$ cat src/rtl/sm_arith_pkg.sv
// Shared types for the sign-magnitude add/subtract pipeline.
// Operation encoding lives here so every stage agrees on it.
package sm_arith_pkg;

    typedef enum logic {
        OP_ADD = 1'b0,
        OP_SUB = 1'b1
    } op_t;

endpackage

$ cat src/rtl/sm_compare_swap.sv
// Combinational front end: folds the operation into B's sign, then orders
// the two magnitudes so the adder stage only ever subtracts small from big.
module sm_compare_swap
    import sm_arith_pkg::*;
#(
    parameter int WIDTH = 4
) (
    input  logic [WIDTH-1:0] a_i,
    input  logic [WIDTH-1:0] b_i,
    input  op_t              op_i,
    output logic [WIDTH-2:0] mag_big_o,
    output logic [WIDTH-2:0] mag_small_o,
    output logic             sign_o,
    output logic             diff_signs_o
);

    localparam int SIGN_POS_IN = WIDTH - 1;

    logic [WIDTH-2:0] w_mag_a;
    logic [WIDTH-2:0] w_mag_b;
    logic             w_sign_a;
    logic             w_sign_b_eff;
    logic             w_a_is_big;

    assign w_mag_a      = a_i[SIGN_POS_IN-1:0];
    assign w_mag_b      = b_i[SIGN_POS_IN-1:0];
    assign w_sign_a     = a_i[SIGN_POS_IN];
    assign w_sign_b_eff = b_i[SIGN_POS_IN] ^ (op_i == OP_SUB);

    // Ties go to A so equal magnitudes inherit A's sign.
    assign w_a_is_big   = (w_mag_a >= w_mag_b);

    assign mag_big_o    = w_a_is_big ? w_mag_a : w_mag_b;
    assign mag_small_o  = w_a_is_big ? w_mag_b : w_mag_a;
    assign sign_o       = w_a_is_big ? w_sign_a : w_sign_b_eff;
    assign diff_signs_o = w_sign_a ^ w_sign_b_eff;

endmodule

$ cat src/rtl/sign_magnitude_addsub_pipe.sv
// Two-stage valid/ready sign-magnitude adder/subtractor: stage 1 holds the
// ordered magnitudes, stage 2 holds the finished result.
module sign_magnitude_addsub_pipe
    import sm_arith_pkg::*;
#(
    parameter int WIDTH = 4
) (
    input  logic             clk_i,
    input  logic             rst_i,
    input  logic [WIDTH-1:0] a_i,
    input  logic [WIDTH-1:0] b_i,
    input  logic             op_i,
    input  logic             valid_i,
    output logic             ready_o,
    output logic [WIDTH:0]   sum_o,
    output logic             zero_o,
    output logic             valid_o,
    input  logic             ready_i
);

    localparam int MAG_W        = WIDTH - 1;
    localparam int SIGN_POS_OUT = WIDTH;

    typedef struct packed {
        logic [MAG_W-1:0] mag_big;
        logic [MAG_W-1:0] mag_small;
        logic             sign;
        logic             diff_signs;
    } s1_payload_t;

    s1_payload_t      w_s1_next;
    s1_payload_t      r_s1;
    logic             r_s1_valid;
    logic [WIDTH:0]   r_sum;
    logic             r_zero;
    logic             r_s2_valid;

    logic             w_s2_load;
    logic [WIDTH-1:0] w_big_ext;
    logic [WIDTH-1:0] w_small_ext;
    logic [WIDTH-1:0] w_mag;
    logic             w_zero;
    logic             w_sign;

    sm_compare_swap #(
        .WIDTH(WIDTH)
    ) u_compare_swap (
        .a_i         (a_i),
        .b_i         (b_i),
        .op_i        (op_t'(op_i)),
        .mag_big_o   (w_s1_next.mag_big),
        .mag_small_o (w_s1_next.mag_small),
        .sign_o      (w_s1_next.sign),
        .diff_signs_o(w_s1_next.diff_signs)
    );

    assign w_s2_load = !r_s2_valid || ready_i;
    assign ready_o   = !r_s1_valid || w_s2_load;

    // The extra top bit absorbs the carry, so the sum can never overflow.
    assign w_big_ext   = {1'b0, r_s1.mag_big};
    assign w_small_ext = {1'b0, r_s1.mag_small};
    assign w_mag       = r_s1.diff_signs ? (w_big_ext - w_small_ext)
                                         : (w_big_ext + w_small_ext);
    assign w_zero      = (w_mag == '0);
    assign w_sign      = r_s1.sign && !w_zero;

    always_ff @(posedge clk_i) begin
        if (rst_i) begin
            r_s1_valid <= 1'b0;
            r_s1       <= '0;
        end else if (ready_o) begin
            r_s1_valid <= valid_i;
            if (valid_i) begin
                r_s1 <= w_s1_next;
            end
        end
    end

    always_ff @(posedge clk_i) begin
        if (rst_i) begin
            r_s2_valid <= 1'b0;
            r_sum      <= '0;
            r_zero     <= 1'b0;
        end else if (w_s2_load) begin
            r_s2_valid <= r_s1_valid;
            if (r_s1_valid) begin
                r_sum  <= {w_sign, w_mag};
                r_zero <= w_zero;
            end
        end
    end

    // Gate the payload so a drained stage never shows its last result.
    assign valid_o = r_s2_valid;
    assign sum_o   = r_s2_valid ? r_sum : '0;
    assign zero_o  = r_s2_valid && r_zero;

    logic w_unused_sign_pos;
    assign w_unused_sign_pos = sum_o[SIGN_POS_OUT];

endmodule

$ cat config.mk
export PLATFORM = sky130hd
export DESIGN_NAME = sign_magnitude_addsub_pipe
export DESIGN_NICKNAME = d
export VERILOG_FILES = /design/src/rtl/sm_arith_pkg.sv /design/src/rtl/sm_compare_swap.sv /design/src/rtl/sign_magnitude_addsub_pipe.sv
export SDC_FILE = /design/constraint.sdc
export NUM_CORES = 1
export LEC_CHECK = 0
export CORE_ASPECT_RATIO = 0.6
export CORE_MARGIN = 1.5
export CORE_UTILIZATION = 45
export CTS_BUF_LIST = sky130_fd_sc_hd__clkbuf_16
export DETAILED_ROUTE_END_ITERATION = 6
export HOLD_SLACK_MARGIN = 0.05
export PLACE_DENSITY_LB_ADDON = 0.12
export SYNTH_ARGS = -nofsm -noshare
export SYNTH_HDL_FRONTEND = slang
export SYNTH_HIERARCHICAL = 1
export SYNTH_SLANG_ARGS = --single-unit
$ cat constraint.sdc
create_clock -name clk_i -period 5.4 [get_ports clk_i]
set_clock_uncertainty 0.1 [all_clocks]
set_input_delay 0.54 -clock clk_i [delete_from_list [all_inputs] [get_ports clk_i]]
set_output_delay 0.54 -clock clk_i [all_outputs]
set_load 0.01 [all_outputs]
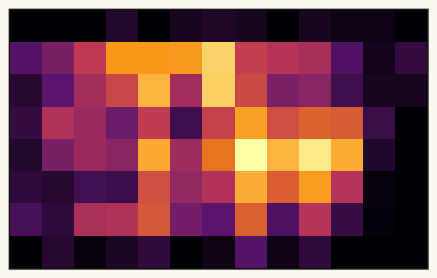
Run 1: routed metal per tile
13 x 8 tiles, from black (low) to pale yellow (high), scaled to the fullest tile. Values are wire area over tile area, all layers added.
fullest tile: 0.42
nearly empty tiles: 16%
tiles over half the peak: 27%
mean over tiles: 0.13
drt total wl: 2040 µm
All-Layer GR Usage: 0.186
routed vias: 827
detailed-route wire length per cell: 12.7 µm

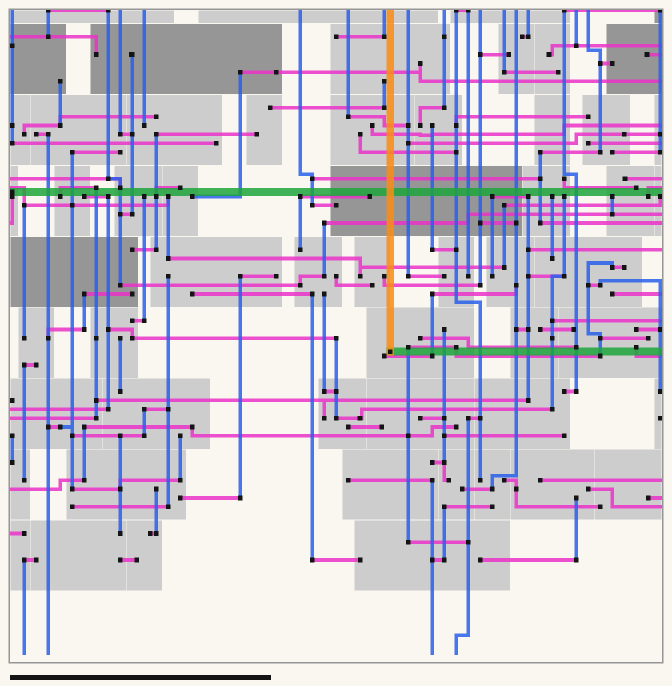
Run 1: a small window of the routed layout
Scale bar: 10 µm. Region (19, 0) to (44, 25) µm. Cells in grey, sequential cells in the stronger grey; small squares are vias.
| layer | colour |
|---|---|
| M2 | blue |
| M3 | green |
| M4 | orange |
| M1 | magenta |
netlist names of flops here include: `r_s1` (3)
sequential cells in the window: 3
most frequent: nand2_1 (7), mux2_2 (6)
cells with their middle in the window: 44

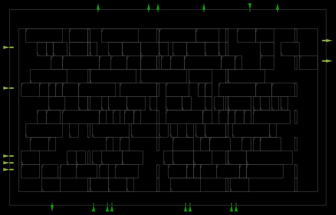
Run 1: cell placement
area of the core region: 0.00195 mm²
non-filler cells in the finished layout: 161
number of placement rows: 12
fraction of area in registers: 0.251
core utilization of the finished layout: 0.653

==> run notes, run 1 <==
Implementation run completed; key figures follow.

Placement:
- The run gives the total instance count after detailed placement as 157.
- Once detailed placement completed, the half-perimeter wirelength came to 1560 µm.
- The run gives the count of input and output buffers as 20.
- The run puts the global placer's final weighted congestion at 0.736.

Clock network:
- The run gives the clock slew seen by the registers of the worst setup and hold paths as 0.05 ns.
- The run gives the number of clock buffers inserted by TritonCTS as 3.
- The run gives the worst-case clock buffer depth as 2.
- CTS placed an instance of sky130_fd_sc_hd__clkbuf_16 at the clock tree root.
- Counting every sink on the clock net gives 16.
- The run gives the post-CTS setup buffer count as 0.
- For the worst-skew pair, the clock arrives at the later sink with an insertion delay of 0.25 ns.
- Post-CTS repair ended up resizing 0 cells.
- The run puts the count of hold buffers inserted by post-cts repair at 0.
- The run puts the CTS H-tree depth at 1.
- TritonCTS built the clock tree.

Final timing:
- Endpoints with negative setup slack in the final report add up to 0.
- Per the final timing report, the hold violations number 0.
- The run puts the count of pins over their slew limit at 0.
- Setup total negative slack on the finished layout was measured at 0 ns.
- Setup repair after global routing left no endpoint under its margin.
- The run puts the shortest period the worst path allows at 2.60 ns.
- Across all hold checks on the routed design, the worst slack comes to 0.346 ns.
- Per the slew report, the remaining headroom to the max-slew limit stands at 0.614.
- The run gives the share of the clock period used by the worst path as 0.481.
- The run gives the slew at the pin closest to its max-slew limit as 0.577 ns.

Global route:
- The run puts the total overflow reported by the global router at 0.
- The run gives the number of antenna violations at the first check in global routing as 0.
- The number of global-route vias before repair came to 696.
- Entering global routing, the biggest net connects 16 pins.
- The run puts the global-route wire length before repair at 3280 µm.

Routing:
- In this run the remaining antenna-violating nets after routing total 0.
- The run gives the first-pass detailed-route iteration total as 4.
- The run gives the number of DRC violations after detailed routing as 0.
- For this block, the initial DRC count from the detailed router was 54.
- The run gives the vias per cell as 5.14.

Status:
- The flow ran to the end, and the final reports show no timing, DRC or antenna violations.

Run:
- Warnings raised by the tools during the run amount to 26.
- Max-cap violations in this run came to 0.

Synth:
- The run gives the synthesized net count as 134.
- The run gives the flip-flop and latch count after synthesis as 16.
- The run gives the average instance area after synthesis as 8.69 µm².
- The main area contributors are sky130_fd_sc_hd__dfxtp_1, sky130_fd_sc_hd__mux2_2, sky130_fd_sc_hd__ha_1.
- The run puts the distinct cell type count of the synthesized netlist at 29.
- The synthesized netlist was found by Yosys to have 113 cells.
- For this run, the register share of the synthesized area comes to 0.326.
- Per the post-synthesis report, the number of cells in the design is 113.
- According to the Yosys statistics, the synthesized design has a chip area of 982 µm².
- Looking at area per cell type in the netlist, the leader is sky130_fd_sc_hd__dfxtp_1.
- The area fraction of the largest cell type after synthesis is 0.326.

Setup path:
- In this run the worst path has a maximum fanout of 11.
- The run puts the required time at the endpoint of the critical path at 4.76 ns.
- The run gives the worst path arrival time as 1.96 ns.
- The worst setup path is launched from an input port.
- STA classifies the critical path endpoint as a primary output.

Pwr:
- The design draws 370 µW.
- The run gives the maximum ir drop on the vdd rail as 0.000217 V.
- The run gives the power per unit of standard cell area as 290 mW/mm².
- The run puts the total leakage power at 0.000521 µW.

Cells and area:
- Per the cell usage report, the commonest logic cell in the layout is sky130_fd_sc_hd__clkdlybuf4s50_1.
- The run gives the final-stage net count as 155.
- The run gives the area growth from synthesis to layout as 29.7%.
- Leaving out fill and tap cells, the most frequent cells in the layout are sky130_fd_sc_hd__clkdlybuf4s50_1, sky130_fd_sc_hd__dfxtp_1, sky130_fd_sc_hd__nand2_1, sky130_fd_sc_hd__a21oi_1, sky130_fd_sc_hd__inv_1.
- The run puts the layout cell share with drive strength beyond 1 at 0.180.

Floorplan:
- The run gives the floorplan utilization as 0.503.
- The run puts the die width at 63.3 µm.
- The run gives the count of boundary I/O pins as 21.
- The run puts the vertical extent of the die at 39.2 µm.
- After floorplanning, the die was sized to cover 0.00248 mm².

Hold path:
- The run gives the path category of the worst min-delay check as reg -> reg.
## run 1: logic make-up (layout without fill, tap and decap cells)
| group | Yosys count | count (layout) | synth area share |
|---|---|---|---|
| muxes | 9 | 9 | 0.102 |
| DFF | 16 | 16 | 0.326 |
| adders and majority gates | 8 | 8 | 0.110 |
| AOI/OAI and AO/OA | 21 | 21 | 0.136 |
| xor gates and xnor gates | 5 | 5 | 0.0446 |
| and+or+nand+nor | 39 | 39 | 0.217 |
| buffers and inverters | 15 | 35 | 0.0650 |
## run 1: state kept, by name, summed over array words and instances (netlist names)
signal	flops
valid_o	1
r_sum	5
r_zero	1
r_s1_valid	1
r_s1	8
## run 1: synthesized netlist by cell type, drive strengths merged
cell type and number:
a211oi 2, a21oi 14, a311oi 1, a32o 1
and2 7, and3 2, buf 1, clkbuf 3
dfxtp 16, fa 1, ha 7, inv 11
mux2 8, mux2i 1, nand2 13, nand2b 1
nand3 8, nand3b 1, nor2 4, nor2b 1
nor3 1, o21ai 3, or2 1, xnor2 1
xor2 4
## run 1: metal layers
metal,part of all wire,global-route usage,up-vias
met5,0,0,-
met4,0.0088,0.0489,0
met3,0.073,0.0612,4
met2,0.47,0.319,24
met1,0.45,0.229,377
li1,-,-,422
## run 1: critical path, stage by stage
cell	delay (ns)
sky130_fd_sc_hd__clkdlybuf4s50_1	0.46
sky130_fd_sc_hd__nand3b_1	0.34
sky130_fd_sc_hd__clkdlybuf4s50_1	0.62
## run 1: stage by stage
step	worst slack, ns	cell area [µm²]
final	2.80	1270
after global routing	2.73	1270
after CTS	2.79	1270
after detailed placement	2.79	1190
after global placement	2.84	1190
after floorplan	3.11	982
## run 1: final timing paths
check | startpoint | end | slack, ns | cells past startpoint
worst max-delay path | ready_i | ready_o | 2.80 | 3
worst max register to register | r_s1[2]$_SDFFE_PP0P_ | r_zero$_SDFFE_PP0P_ | 2.92 | 8
worst min register to register | r_sum[2]$_SDFFE_PP0P_ | r_sum[2]$_SDFFE_PP0P_ | 0.35 | 2
worst min-delay path | r_sum[2]$_SDFFE_PP0P_ | r_sum[2]$_SDFFE_PP0P_ | 0.35 | 2
## run 1: where the power goes
group / total, µW / internal (µW) / switching (µW)
Clock: 146 / 98.4 / 47.8
Sequential: 135 / 128 / 7.01
Combinational: 88.9 / 44.5 / 44.3
Total: 370 / 270 / 99.2
## run 1: layout make-up
type,count,area [µm²]
clock buffers,3,75.1
repair buffers,20,200
flip-flops and latches,16,320
fillers,167,678
multi-input cells,82,598
clock inverters,1,3.75
well taps,28,35.0
inverters,11,41.3
Run 1, gate families picked out:
Scale bar: 20 µm.
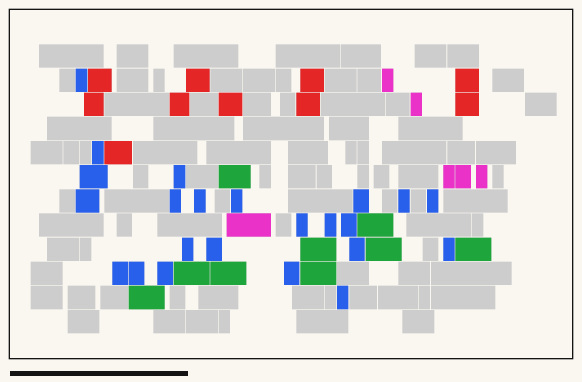

--- run 2 (diff from run 1) ---
==> constraint.sdc (replaced) <==
create_clock -name clk_i -period 2.7 [get_ports clk_i]
set_clock_uncertainty 0.1 [all_clocks]
set_input_delay 0.27 -clock clk_i [delete_from_list [all_inputs] [get_ports clk_i]]
set_output_delay 0.27 -clock clk_i [all_outputs]
set_load 0.01 [all_outputs]
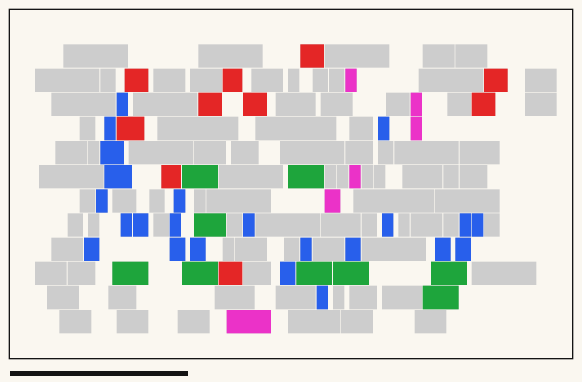
Run 2: gate families picked out
Scale bar: 20 µm.
| family | colour | cells | most used |
|---|---|---|---|
| mux cells | green | 9 | mux2_2 |
| nand cells | blue | 23 | nand2_1 |
| and/or cells | red | 10 | and2_2 |
| nor cells | magenta | 6 | nor2_1 |
most used logic cell in the final layout: sky130_fd_sc_hd__clkdlybuf4s50_1
logic gate fraction of the total cell area: 0.465
non-filler cells in the finished layout: 162

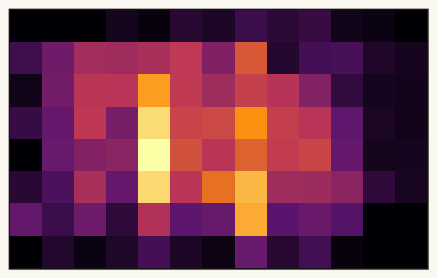
Run 2: routed metal per tile
13 x 8 tiles, from black (low) to pale yellow (high), scaled to the fullest tile. Values are wire area over tile area, all layers added.
emptiest ninth of the die: upper right
fullest tile: 0.47
mean over tiles: 0.13
nearly empty tiles: 9.6%
densest ninth of the die: centre
tiles over half the peak: 18%
routed vias: 820
detailed-route wire length per cell: 13.2 µm
drt total wl: 2140 µm
All-Layer GR Usage: 0.198

==> run 2 against run 1 <==
Against the previous run: sequential power rose by 99%; clock-buffer cell count did not move; core utilization rose by 0.58 points; sequential share of layout area fell by 0.22 points; hold slack improved by 0.0036 ns; combinational power rose by 100%; highest routed layer unchanged.
==> run notes, run 2 <==
Implementation run completed; key figures follow.

Pwr:
- The total leakage power was 0.000529 µW (was 0.000521 µW).
- The switching power share of the total is 0.265 (was 0.268).
- The run gives the proportion of power drawn by combinational gates as 0.248 (was 0.240).
- The maximum ir drop on the vdd rail came to 0.000408 V (was 0.000217 V).
- The run gives the fraction of power consumed by the clock network as 0.386 (was 0.396).
- The run puts the power per unit of standard cell area at 572 mW/mm² (was 290 mW/mm²).
- The run gives the switching power of the nets as 194 µW (was 99.2 µW).

Cells and area:
- The number of flip-flops under the largest register name was 8 (unchanged).
- The run gives the area taken by flip-flops and latches as 320 µm² (unchanged).
- The filler cell count in the final layout was 171 (was 167).
- Top flop regs: r_s1 x8, r_sum x5 (unchanged).
- Top logic cells by instance count in the layout: sky130_fd_sc_hd__clkdlybuf4s50_1, sky130_fd_sc_hd__dfxtp_1, sky130_fd_sc_hd__nand2_1, sky130_fd_sc_hd__a21oi_1, sky130_fd_sc_hd__inv_1 (unchanged).
- The area growth from synthesis to layout came to 30.8% (was 29.7%).
- The multi-input combinational cell area came to 598 µm² (unchanged).
- The run gives the layout cell share with drive strength beyond 1 as 0.194 (was 0.180).

Final timing:
- The count of pins over their slew limit was 0 (unchanged).
- The run puts the final-report hold violation count at 0 (unchanged).
- The run puts the sum of negative setup slack at 0 ns (unchanged).
- The run gives the slew at the pin closest to its max-slew limit as 0.333 ns (was 0.577 ns).
- The run puts the shortest period the worst path allows at 2.46 ns.
- Unrepaired setup endpoints after global routing: no (unchanged).
- The run gives the relative slew slack as 0.777 (was 0.614).
- The run puts the total setup violations reported at the end of the flow at 0 (unchanged).

Clock network:
- The run puts the CTS H-tree depth at 1 (unchanged).
- The run gives the TritonCTS clock tree as yes (unchanged).
- The quantity of gates resized following cts came to 0 (unchanged).
- The run gives the count of hold buffers inserted by post-cts repair as 0 (unchanged).
- The worst-case clock buffer depth came to 2 (unchanged).
- The latest clock arrival within the worst-skew pair came to 0.24 ns (was 0.25 ns).
- The run puts the CTS sink count at 16 (unchanged).

Routing:
- The vias per cell was 5.06 (was 5.14).
- The run puts the number of DRC violations after detailed routing at 0 (unchanged).
- The starting DRC count in detailed routing is 14 (was 54).

Synth:
- The most common flop cell mapped by yosys is sky130_fd_sc_hd__dfxtp_1 (unchanged).
- The run gives the flip-flop and latch count after synthesis as 16 (unchanged).
- Commonest cells in the netlist: sky130_fd_sc_hd__dfxtp_1, sky130_fd_sc_hd__a21oi_1, sky130_fd_sc_hd__nand2_1 (unchanged).
- The synthesized net count came to 134 (unchanged).
- The run gives the cell taking the most area after synthesis as sky130_fd_sc_hd__dfxtp_1 (unchanged).
- The yosys stat cell total was 113 (unchanged).
- The run puts the cell count after synthesis at 113 (unchanged).
- The run puts the synthesized chip area reported by yosys at 982 µm² (unchanged).
- Leading cell types by total area after synthesis: sky130_fd_sc_hd__dfxtp_1, sky130_fd_sc_hd__mux2_2, sky130_fd_sc_hd__ha_1 (unchanged).
- The share of the yosys chip area belonging to registers was 0.326 (unchanged).

Status:
- Result of the run: finished, final reports clean (unchanged).

Global route:
- The global-route wire length before repair is 3520 µm (was 3280 µm).
- The maximum number of pins on one net before global-route repair came to 16 (unchanged).

Setup path:
- The run gives the launching element type of the critical path as a register (was input port).
- The delay of the slowest critical-path stage came to 0.42 ns (was 0.62 ns).
- The run puts the maximum fanout along the worst path at 4 (was 11).
- The reg-to-reg critical path startpoint is r_s1[2]$_SDFFE_PP0P_ (unchanged).

Placement:
- The count of input and output buffers came to 20 (unchanged).
- The run puts the global placer's final weighted congestion at 0.813 (was 0.736).
- The run puts the placed wire-length estimate after detailed placement at 1610 µm (was 1560 µm).

Run:
- The run puts the number of violations of the max-capacitance limit at 0 (unchanged).
- The tool warning count came to 26 (unchanged).

Hold path:
- The run puts the hold-critical path depth at 2 (unchanged).
- The run gives the startpoint of the most critical hold path as r_sum[2]$_SDFFE_PP0P_ (unchanged).

Floorplan:
- The run gives the floorplan utilization as 0.503 (unchanged).
- The run puts the placeable core region at 0.00195 mm² (unchanged).
- The run puts the vertical extent of the die at 39.2 µm (unchanged).
- The run puts the die width at 63.3 µm (unchanged).
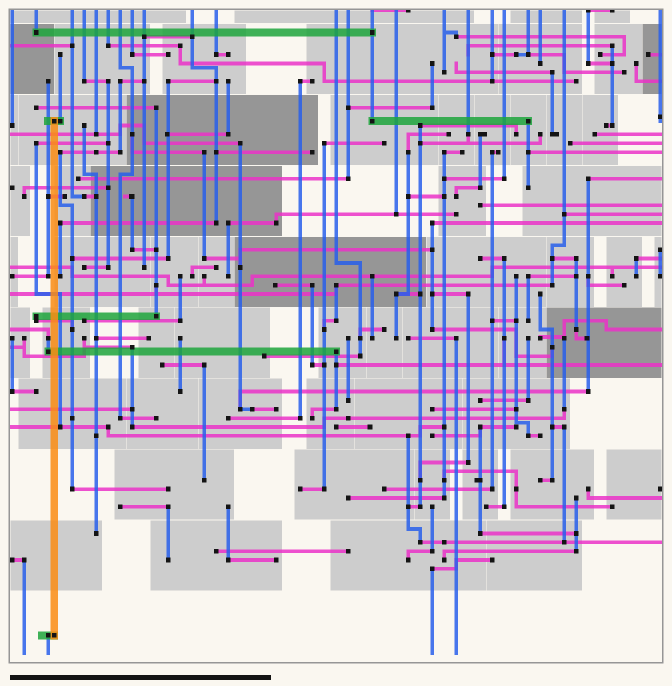
Run 2: a small window of the routed layout
Scale bar: 10 µm. Region (19, 0) to (44, 25) µm. Cells in grey, sequential cells in the stronger grey; small squares are vias.
| layer | colour |
|---|---|
| M3 | green |
| M4 | orange |
| M1 | magenta |
| M2 | blue |
most frequent: inv_1 (7)
cells with their middle in the window: 48
netlist names of flops here include: `r_s1` (3), `r_sum` (1)
sequential cells in the window: 4

## run 2: netlist changes by cell type in the layout (fill, tap and decap cells not counted)
cell                       delta
sky130_fd_sc_hd__buf_4        +2
sky130_fd_sc_hd__clkinv_1     -1
## run 2: how the worst max path moves through the flow
stage | start | to | slack (ns) | cells after the start
final | r_s1[2]$_SDFFE_PP0P_ | r_zero$_SDFFE_PP0P_ | 0.24 | 8
after CTS | r_s1[2]$_SDFFE_PP0P_ | r_zero$_SDFFE_PP0P_ | 0.22 | 8
after global placement | r_s1[2]$_SDFFE_PP0P_ | r_zero$_SDFFE_PP0P_ | 0.38 | 8
after detailed placement | r_s1[2]$_SDFFE_PP0P_ | r_zero$_SDFFE_PP0P_ | 0.32 | 8
after global routing | r_s1[2]$_SDFFE_PP0P_ | r_zero$_SDFFE_PP0P_ | 0.13 | 8
after floorplan | r_s1[2]$_SDFFE_PP0P_ | r_zero$_SDFFE_PP0P_ | 0.41 | 8
## run 2: per-layer routing
metal | vias up | routed length [µm] | GRT usage
met5 | - | 0 | 0
met4 | 0 | 25 | 0.0489
met3 | 4 | 81 | 0.0641
met2 | 17 | 973 | 0.351
met1 | 370 | 1060 | 0.239
li1 | 429 | - | -
## run 2: stage by stage
step / cells / util / worst slack, ns / hold slack, ns / area [µm²]
after floorplan: 113 / - / 0.414 / 0.239 / 982
after global placement: 159 / 0.620 / 0.379 / 0.342 / 1210
after detailed placement: 159 / 0.620 / 0.322 / 0.351 / 1210
after CTS: 162 / 0.658 / 0.223 / 0.357 / 1280
after global routing: 162 / 0.658 / 0.129 / 0.370 / 1280
final: 162 / 0.658 / 0.239 / 0.350 / 1280
## run 2: cell families after synthesis
logic type | count (synthesis) | share of synthesized area
and+or+nand+nor | 39 | 0.217
AOI/OAI and AO/OA | 21 | 0.136
DFF | 16 | 0.326
buffers and inverters | 15 | 0.0650
muxes | 9 | 0.102
adders and majority gates | 8 | 0.110
xor gates and xnor gates | 5 | 0.0446
## run 2: area by class of cell
type                    count  area share
clock buffers               3      0.0584
flip-flops and latches     16       0.249
inverters                  11      0.0321
well taps                  28      0.0273
multi-input cells          82       0.465
repair buffers             22       0.167
## run 2: power groups by stage
stage                     Sequential [µW]  Clock (µW)  Combinational (µW)
final                                 269         283                 182
after global routing                  272         294                 201
after CTS                             270         284                 181
after detailed placement              273           0                 174
after global placement                272           0                 169
after floorplan                       270           0                 124
## run 2: worst max-delay path, delay by kind of cell, from the launching register on
family | cells | cell delay [ns]
fa+ha+maj | 2 | 0.72
simple gates | 2 | 0.40
flops | 1 | 0.37
mux | 1 | 0.29
compound gates | 1 | 0.20
xor+xnor | 1 | 0.19
buf+inv | 1 | 0.07
Power figures rest on the tool's default switching activity, not on a simulated workload.
